$ cat src/rtl/pifo_rank_queue_if.sv
// pifo_rank_queue_if: enqueue/dequeue handshake bundle for pifo_rank_queue.
//   enq_valid/enq_data/enq_ready : rank tuple input from the WRR rank calculator
//   deq_req/deq_valid/deq_data   : scheduler pop request and popped tuple
// master = tuple producer / scheduler side, slave = the queue.
interface pifo_rank_queue_if;
  logic        enq_valid;
  logic [31:0] enq_data;
  logic        enq_ready;
  logic        deq_req;
  logic        deq_valid;
  logic [31:0] deq_data;

  modport master (
    output enq_valid, enq_data, deq_req,
    input  enq_ready, deq_valid, deq_data
  );

  modport slave (
    input  enq_valid, enq_data, deq_req,
    output enq_ready, deq_valid, deq_data
  );
endinterface

$ cat src/rtl/pifo_rank_queue.sv
// pifo_rank_queue: shift-register PIFO ordering WRR rank tuples, smallest rank first.
//   clk_dp, rst_n        : data-plane clock, async active-low reset
//   bus (slave)          : enq_valid/enq_data/enq_ready, deq_req/deq_valid/deq_data
//   last_pkt_info0..4    : last tuple popped per port, fed back to the rank calculator
//   count                : occupancy
//   drop_cnt             : saturating count of rejected enqueues
//   cur_epoch            : ovf field of the most recent pop
// Tuple: {v[31], unused[30], class[29:25], ovf[24:23], round[22:12], rsvd[11:3], port[2:0]}
module pifo_rank_queue #(
  parameter int DEPTH     = 16,
  parameter int NUM_PORTS = 5
) (
  input  logic               clk_dp,
  input  logic               rst_n,
  pifo_rank_queue_if.slave   bus,
  output logic [31:0]        last_pkt_info0,
  output logic [31:0]        last_pkt_info1,
  output logic [31:0]        last_pkt_info2,
  output logic [31:0]        last_pkt_info3,
  output logic [31:0]        last_pkt_info4,
  output logic [6:0]         count,
  output logic [15:0]        drop_cnt,
  output logic [1:0]         cur_epoch
);
  localparam int KW = 13;

  // Key is rebased on cur_epoch every cycle: the ovf distance ahead of the
  // current epoch, then round. Class and the unused bit are ignored.
  function automatic logic [KW-1:0] key_of(input logic [31:0] d, input logic [1:0] ep);
    logic [1:0] rel;
    rel = d[24:23] - ep;
    return {rel, d[22:12]};
  endfunction

  logic [DEPTH-1:0][31:0]     slot_q, slot_d, slot_up, slot_dn;
  logic [DEPTH-1:0]           vld, le, le_up, le_dn, first;
  logic [KW-1:0]              new_key;
  logic                       tup_v, port_ok, do_enq, do_pop, do_drop;
  logic [6:0]                 count_nxt;
  logic [NUM_PORTS-1:0][31:0] last_q;

  assign tup_v   = bus.enq_valid & bus.enq_data[31];
  assign port_ok = bus.enq_data[2:0] < 3'(NUM_PORTS);
  // enq_ready is registered, so a full queue drops even during a same-cycle pop.
  assign do_enq  = tup_v & port_ok & bus.enq_ready;
  assign do_drop = tup_v & ~do_enq;
  assign do_pop  = bus.deq_req & (count != 7'd0);
  assign new_key = key_of(bus.enq_data, cur_epoch);

  // Neighbour views: *_up is slot i+1 (toward tail), *_dn is slot i-1 (toward head).
  assign slot_up = {32'd0, slot_q[DEPTH-1:1]};
  assign slot_dn = {slot_q[DEPTH-2:0], 32'd0};
  assign le_up   = {1'b0, le[DEPTH-1:1]};
  assign le_dn   = {le[DEPTH-2:0], 1'b1};
  assign first   = DEPTH'(1);

  // le[i]: slot i holds an entry that stays ahead of the incoming tuple
  // (key <= new key, so equal keys keep arrival order). le is a run of ones
  // from the head; the insert point is the first zero.
  for (genvar i = 0; i < DEPTH; i++) begin : g_slot
    logic [31:0] nxt;
    assign vld[i] = 7'(i) < count;
    assign le[i]  = vld[i] && (key_of(slot_q[i], cur_epoch) <= new_key);

    always_comb begin
      nxt = slot_q[i];
      if (do_pop && do_enq) begin
        // Head leaves; entries ahead of the insert point move up one, the
        // new tuple lands just behind them, the rest stay put.
        if (le_up[i])                nxt = slot_up[i];
        else if (le[i] || first[i])  nxt = bus.enq_data;
      end else if (do_pop) begin
        nxt = slot_up[i];
      end else if (do_enq) begin
        if (!le[i]) nxt = le_dn[i] ? bus.enq_data : slot_dn[i];
      end
    end
    assign slot_d[i] = nxt;
  end

  assign count_nxt = count + 7'(do_enq) - 7'(do_pop);

  always_ff @(posedge clk_dp or negedge rst_n) begin
    if (!rst_n) begin
      slot_q        <= '0;
      count         <= '0;
      drop_cnt      <= '0;
      cur_epoch     <= '0;
      last_q        <= '0;
      bus.enq_ready <= 1'b0;
      bus.deq_valid <= 1'b0;
      bus.deq_data  <= '0;
    end else begin
      slot_q        <= slot_d;
      count         <= count_nxt;
      bus.enq_ready <= count_nxt < 7'(DEPTH);
      bus.deq_valid <= do_pop;
      if (do_drop && drop_cnt != 16'hFFFF) drop_cnt <= drop_cnt + 16'd1;
      if (do_pop) begin
        bus.deq_data <= slot_q[0];
        cur_epoch    <= slot_q[0][24:23];
        for (int p = 0; p < NUM_PORTS; p++)
          if (slot_q[0][2:0] == 3'(p)) last_q[p] <= slot_q[0];
      end
    end
  end

  assign last_pkt_info0 = last_q[0];
  assign last_pkt_info1 = last_q[1];
  assign last_pkt_info2 = last_q[2];
  assign last_pkt_info3 = last_q[3];
  assign last_pkt_info4 = last_q[4];
endmodule

$ cat src/flat_wrapper.sv
// flat-port wrapper written by rule: the top's interface ports become plain ports
module pifo_rank_queue_flat 
#(
  parameter int DEPTH     = 16,
  parameter int NUM_PORTS = 5
)
  (clk_dp, rst_n, last_pkt_info0, last_pkt_info1, last_pkt_info2, last_pkt_info3, last_pkt_info4, count, drop_cnt, cur_epoch, bus_enq_valid, bus_enq_data, bus_deq_req, bus_enq_ready, bus_deq_valid, bus_deq_data);
  pifo_rank_queue_if bus_i ();
  input  logic clk_dp;
  input  logic rst_n;
  output logic [31:0] last_pkt_info0;
  output logic [31:0] last_pkt_info1;
  output logic [31:0] last_pkt_info2;
  output logic [31:0] last_pkt_info3;
  output logic [31:0] last_pkt_info4;
  output logic [6:0] count;
  output logic [15:0] drop_cnt;
  output logic [1:0] cur_epoch;
  input wire logic [$bits(bus_i.enq_valid)-1:0] bus_enq_valid;
  input wire logic [$bits(bus_i.enq_data)-1:0] bus_enq_data;
  input wire logic [$bits(bus_i.deq_req)-1:0] bus_deq_req;
  output wire logic [$bits(bus_i.enq_ready)-1:0] bus_enq_ready;
  output wire logic [$bits(bus_i.deq_valid)-1:0] bus_deq_valid;
  output wire logic [$bits(bus_i.deq_data)-1:0] bus_deq_data;
  assign bus_i.enq_valid = bus_enq_valid;
  assign bus_i.enq_data = bus_enq_data;
  assign bus_i.deq_req = bus_deq_req;
  assign bus_enq_ready = bus_i.enq_ready;
  assign bus_deq_valid = bus_i.deq_valid;
  assign bus_deq_data = bus_i.deq_data;
  pifo_rank_queue #(.DEPTH(DEPTH), .NUM_PORTS(NUM_PORTS)) u_core (.clk_dp(clk_dp), .rst_n(rst_n), .bus(bus_i), .last_pkt_info0(last_pkt_info0), .last_pkt_info1(last_pkt_info1), .last_pkt_info2(last_pkt_info2), .last_pkt_info3(last_pkt_info3), .last_pkt_info4(last_pkt_info4), .count(count), .drop_cnt(drop_cnt), .cur_epoch(cur_epoch));
endmodule
$ cat config.mk
export PLATFORM = sky130hd
export DESIGN_NAME = pifo_rank_queue_flat
export DESIGN_NICKNAME = d
export VERILOG_FILES = /design/src/rtl/pifo_rank_queue_if.sv /design/src/rtl/pifo_rank_queue.sv /design/src/flat_wrapper.sv
export SDC_FILE = /design/constraint.sdc
export NUM_CORES = 2
export LEC_CHECK = 0
export ABC_AREA = 0
export CAP_MARGIN = 5
export CORE_MARGIN = 2
export CORE_UTILIZATION = 60
export CTS_BUF_LIST = sky130_fd_sc_hd__clkbuf_4 sky130_fd_sc_hd__clkbuf_8
export DETAILED_ROUTE_END_ITERATION = 12
export HOLD_SLACK_MARGIN = 0.03
export PLACE_DENSITY_LB_ADDON = 0.05
export SYNTH_ARGS = -nofsm -noshare
export SYNTH_HDL_FRONTEND = slang
export SYNTH_SLANG_ARGS = --single-unit
$ cat constraint.sdc
create_clock -name clk_dp -period 7.6 [get_ports clk_dp]
set_input_delay 1.9 -clock clk_dp [delete_from_list [all_inputs] [get_ports clk_dp]]
set_output_delay 1.9 -clock clk_dp [all_outputs]
set_load 0.005 [all_outputs]
==> Changelog: implementation <==
### Physical design

- Critical path, cell by cell: clkdlybuf4s50_1 > clkinv_1 > ha_1 > and2_1 > or4b_4 > or3_1 > a21oi_4 > nand3_2 > o221a_2
- Sequential Area: 0.0182 mm2
- Static leakage: around 22 nW
- DRT iter0 DRCs: around 4,800
- Mux contribution to synthesized area: under 10%
- # Post-CTS Setup Buffers: 0
- # clk buffers: approximately 200
- Yosys adder share: between 6 and 7%
- RR Startpoint: u_core.cur_epoch[0]
- Seq/total area: 35.8%
- WP data required: 8.28 ns
- Largest cell class: logic gates
- Comb power: around 0.012 W
- CTS Buf Count: roughly 130
- Pwr top: combinational cells
- Max-cap violations: 0
- TNS Setup: 0 ns
- Critical path origin: bus_enq_data[21]
- 1st-pass router iterations: 9
- Die area: roughly 0.077 mm2
- Post-synth regs: ~730
- Gr usage total: between 30% and 40%
- Area share, top type: between 40% and 50%
- Reg clk slew, reported paths: ~0.060 ns
- DP Wirelength: between 100,000 and 150,000 um
- Main logic family: AND-OR/OR-AND gates
- Clock tree buffer depth: 3
- Clk pwr: 0.00398 W
- Worst R2R Path Depth: 12
- Drt drc: 0
- Seq power: 0.00671 W
- Sequential share of power: 30.1%
- Sink Count: 729
- Non-Clock Inverter Count: 198
- Yosys chip area: roughly 0.045 mm2
- Syn Area/Cell: about 9.3 um2
- Initial antenna violation count: 5
- Buffering overhead: ~7.3%
- CP delay by family, top: simple AND/OR/NAND/NOR gates
- Top_reg_cell synth: dfrtp_1
- Max-slew violation count: 0
- CP Depth: 9
- Share of cells above drive strength 1: 14.0%
- Fp util: between 60% and 70%
- Crit start category: input pin
- I/O Pins: roughly 260
- Clock group share of total power: 17.9%
- Final Total Pwr: around 0.022 W
- Reg2Reg Setup Slack: approximately 2.3 ns
- Combinational power share: a little over half
- Aoi share: about 25%
- Hold buffer count at CTS: 0
- Nets: 5,158
- Gate Area: 0.0242 mm2
- Layout clock area frac: around 5.5%
- Top cells excl fill/tap: dfrtp_1 (729), nor2_1 (397), nand2_1 (380)
- CTS tree: yes
- Hold Path End: u_core.last_pkt_info3[1]
- Synth top area cells: dfrtp_1 (41%), ha_1 (6.3%), o22ai_1 (4.6%), mux2_2 (4.5%), a211oi_1 (3.4%)
- First-pass GRT wire length: about 230,000 um
- Post-CTS sizing: 0
- Area grow syn2layout: 13.8%
- P_int: 0.0123 W
- Fin crit period: roughly 6.1 ns
- Peak supply drop: 0.280 mV
- Fin crit share: 80.4%
- Power density over the cells: approximately 440 mW/mm2
- Hold path depth: 1
- Most frequent cell after synthesis: dfrtp_1
- Largest stage delay, worst path: ~0.90 ns
- Synth area leader: dfrtp_1
- Seq/Total Area, Yosys: 40.8%
- Gpl congestion: roughly 0.97
- Critical path arrival: just under 7 ns
- Pin count of the biggest net entering global routing: approximately 150
- Net Switching: between 0.009 and 0.01 W
- Hold Path Origin: u_core.last_pkt_info3[1]
- Flip-flops with a built-in enable: 0
- Antenna-violating nets left: 0
- RSZ-0062 raised after global routing: false
- Syn Nets: about 5,100
- FF-to-FF End: u_core.slot_dn[210]
- FP Rows: ~100
- Worst slew pin tran: 1.41 ns
- Port bufs: between 200 and 300
- Tool warnings: between 40 and 50
- Asr flop ratio synth: 100%
- Vias in the first global route: 40,500
- Multi-In Gates: between 3,000 and 4,000
- Inserted Diodes: 5
- Critical Path Sink Type: register
- Routed len/inst: between 20 and 25 um
- Die width: roughly 280 um
- H-Tree Level Count: 4
- Avg Vias per Cell: 6.91
- Max transition margin: approximately 5.4%
- Synthesized area: ~0.045 mm2
- Clock skew: roughly 0.073 ns
- Logic share of the area: ~48%
- GR Overflow Total: 0
- Root buffer cell: clkbuf_8
- Cells in synth_stat.txt: 4,797
- Basic Gates by Area: a little over an eighth
- Yosys warning count: 0
- Top cells by count, synth: dfrtp_1 (729), nor2_1 (405), nand2_1 (380)
- Chip Height: ~280 um
- Core Box Area: between 0.07 and 0.08 mm2
- Final Hold Vio Count: 0
- Final Setup Violations: 0
- Synth Area in XOR/XNOR: under 10%
- Most used logic cell in the final layout: dfrtp_1
- Nonclk buf count: 397
- Crit path kind: input pin to register
- Fmax: around 160 MHz
- Sw Share: 44.9%
- Synth Instances: roughly 4,800
- CP max-delay cell: a21oi_4
- Status: finished, final reports clean
- Worst min-delay path class: register to register
- Crit path buffers/inverters: 2
- Largest register FFs: around 480
- Crit path capture: u_core.slot_dn[210]
- Worst skew pair latency: around 0.83 ns
- Unique cell types: slightly above 90
-- stage by stage --
| stage | instances | area, um2 | setup WS (ns) | util (%) | hold slack, ns |
|---|---|---|---|---|---|
| after floorplan | 4797 | 44800 | 1.62 | - | 0.459 |
| after global placement | 5729 | 48100 | 0.913 | 64.8 | 0.448 |
| after detailed placement | 5729 | 48100 | 0.825 | 64.8 | 0.451 |
| after CTS | 5960 | 50900 | 1.66 | 68.6 | 0.469 |
| after global routing | 5963 | 50900 | 1.36 | 68.6 | 0.485 |
| final | 5967 | 50900 | 1.49 | 68.7 | 0.463 |
-- routing by layer --
layer	vias to the layer above	track usage (%)	routed length (um)
met5	-	0	0
met4	0	14.6	4980
met3	382	6.95	13400
met2	2247	57.8	65700
met1	20400	52.6	61700
li1	18200	-	-
Figure 1. M1 wires.
(1.5 px per um) Supply wires on this layer in gray.
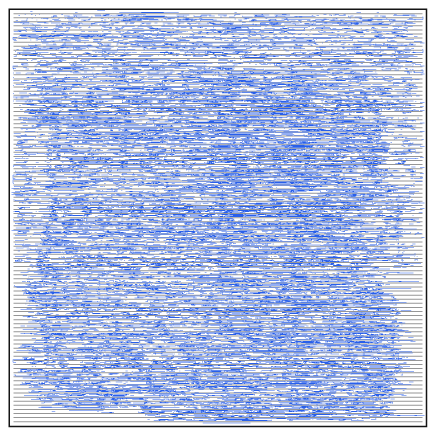
4,793 nets have wire on it. The longest straight run is 85.1 um. The layer carries 61.7 mm of wire.

Figure 2. Signal wires on met2.
(1 px per um)
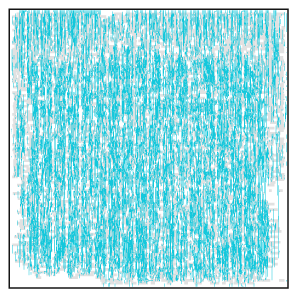
The longest straight run is 108 um. The layer holds 45% of the routed length. The wires run mostly vertical.
M2 GR Usage: 57.8%
total wire length: 146,000 um

Figure 3. Metal 3.
(1.5 px per um)
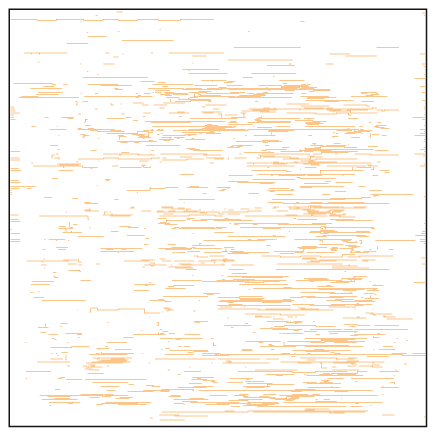
The longest straight run is 121 um. The wires run mostly horizontal. 615 nets have wire on it. The layer carries 13,400 um of wire.
grt met3 use: 6.95%
Vias: 41,300

Figure 4. The metal 4 layer.
(1.5 px per um) Supply wires on this layer in gray.
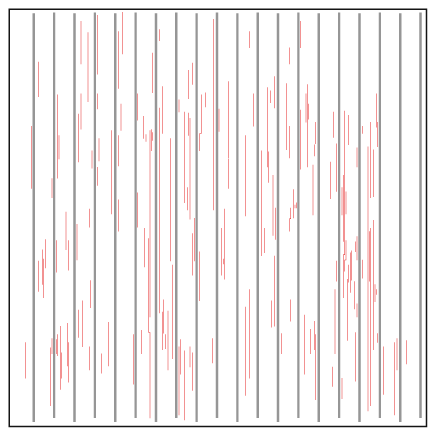
109 nets have wire on it. The longest straight run is 176 um. The layer carries 4,980 um of wire.

Figure 5. Placed standard cells.
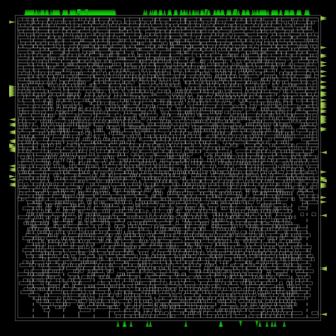
Tapcells: 969
Core Util, Final: 68.7%
Layout Cells excl Fill: 5,967
fill count: 5,949
flop count: 729

Power figures rest on the tool's default switching activity, not on a simulated workload.
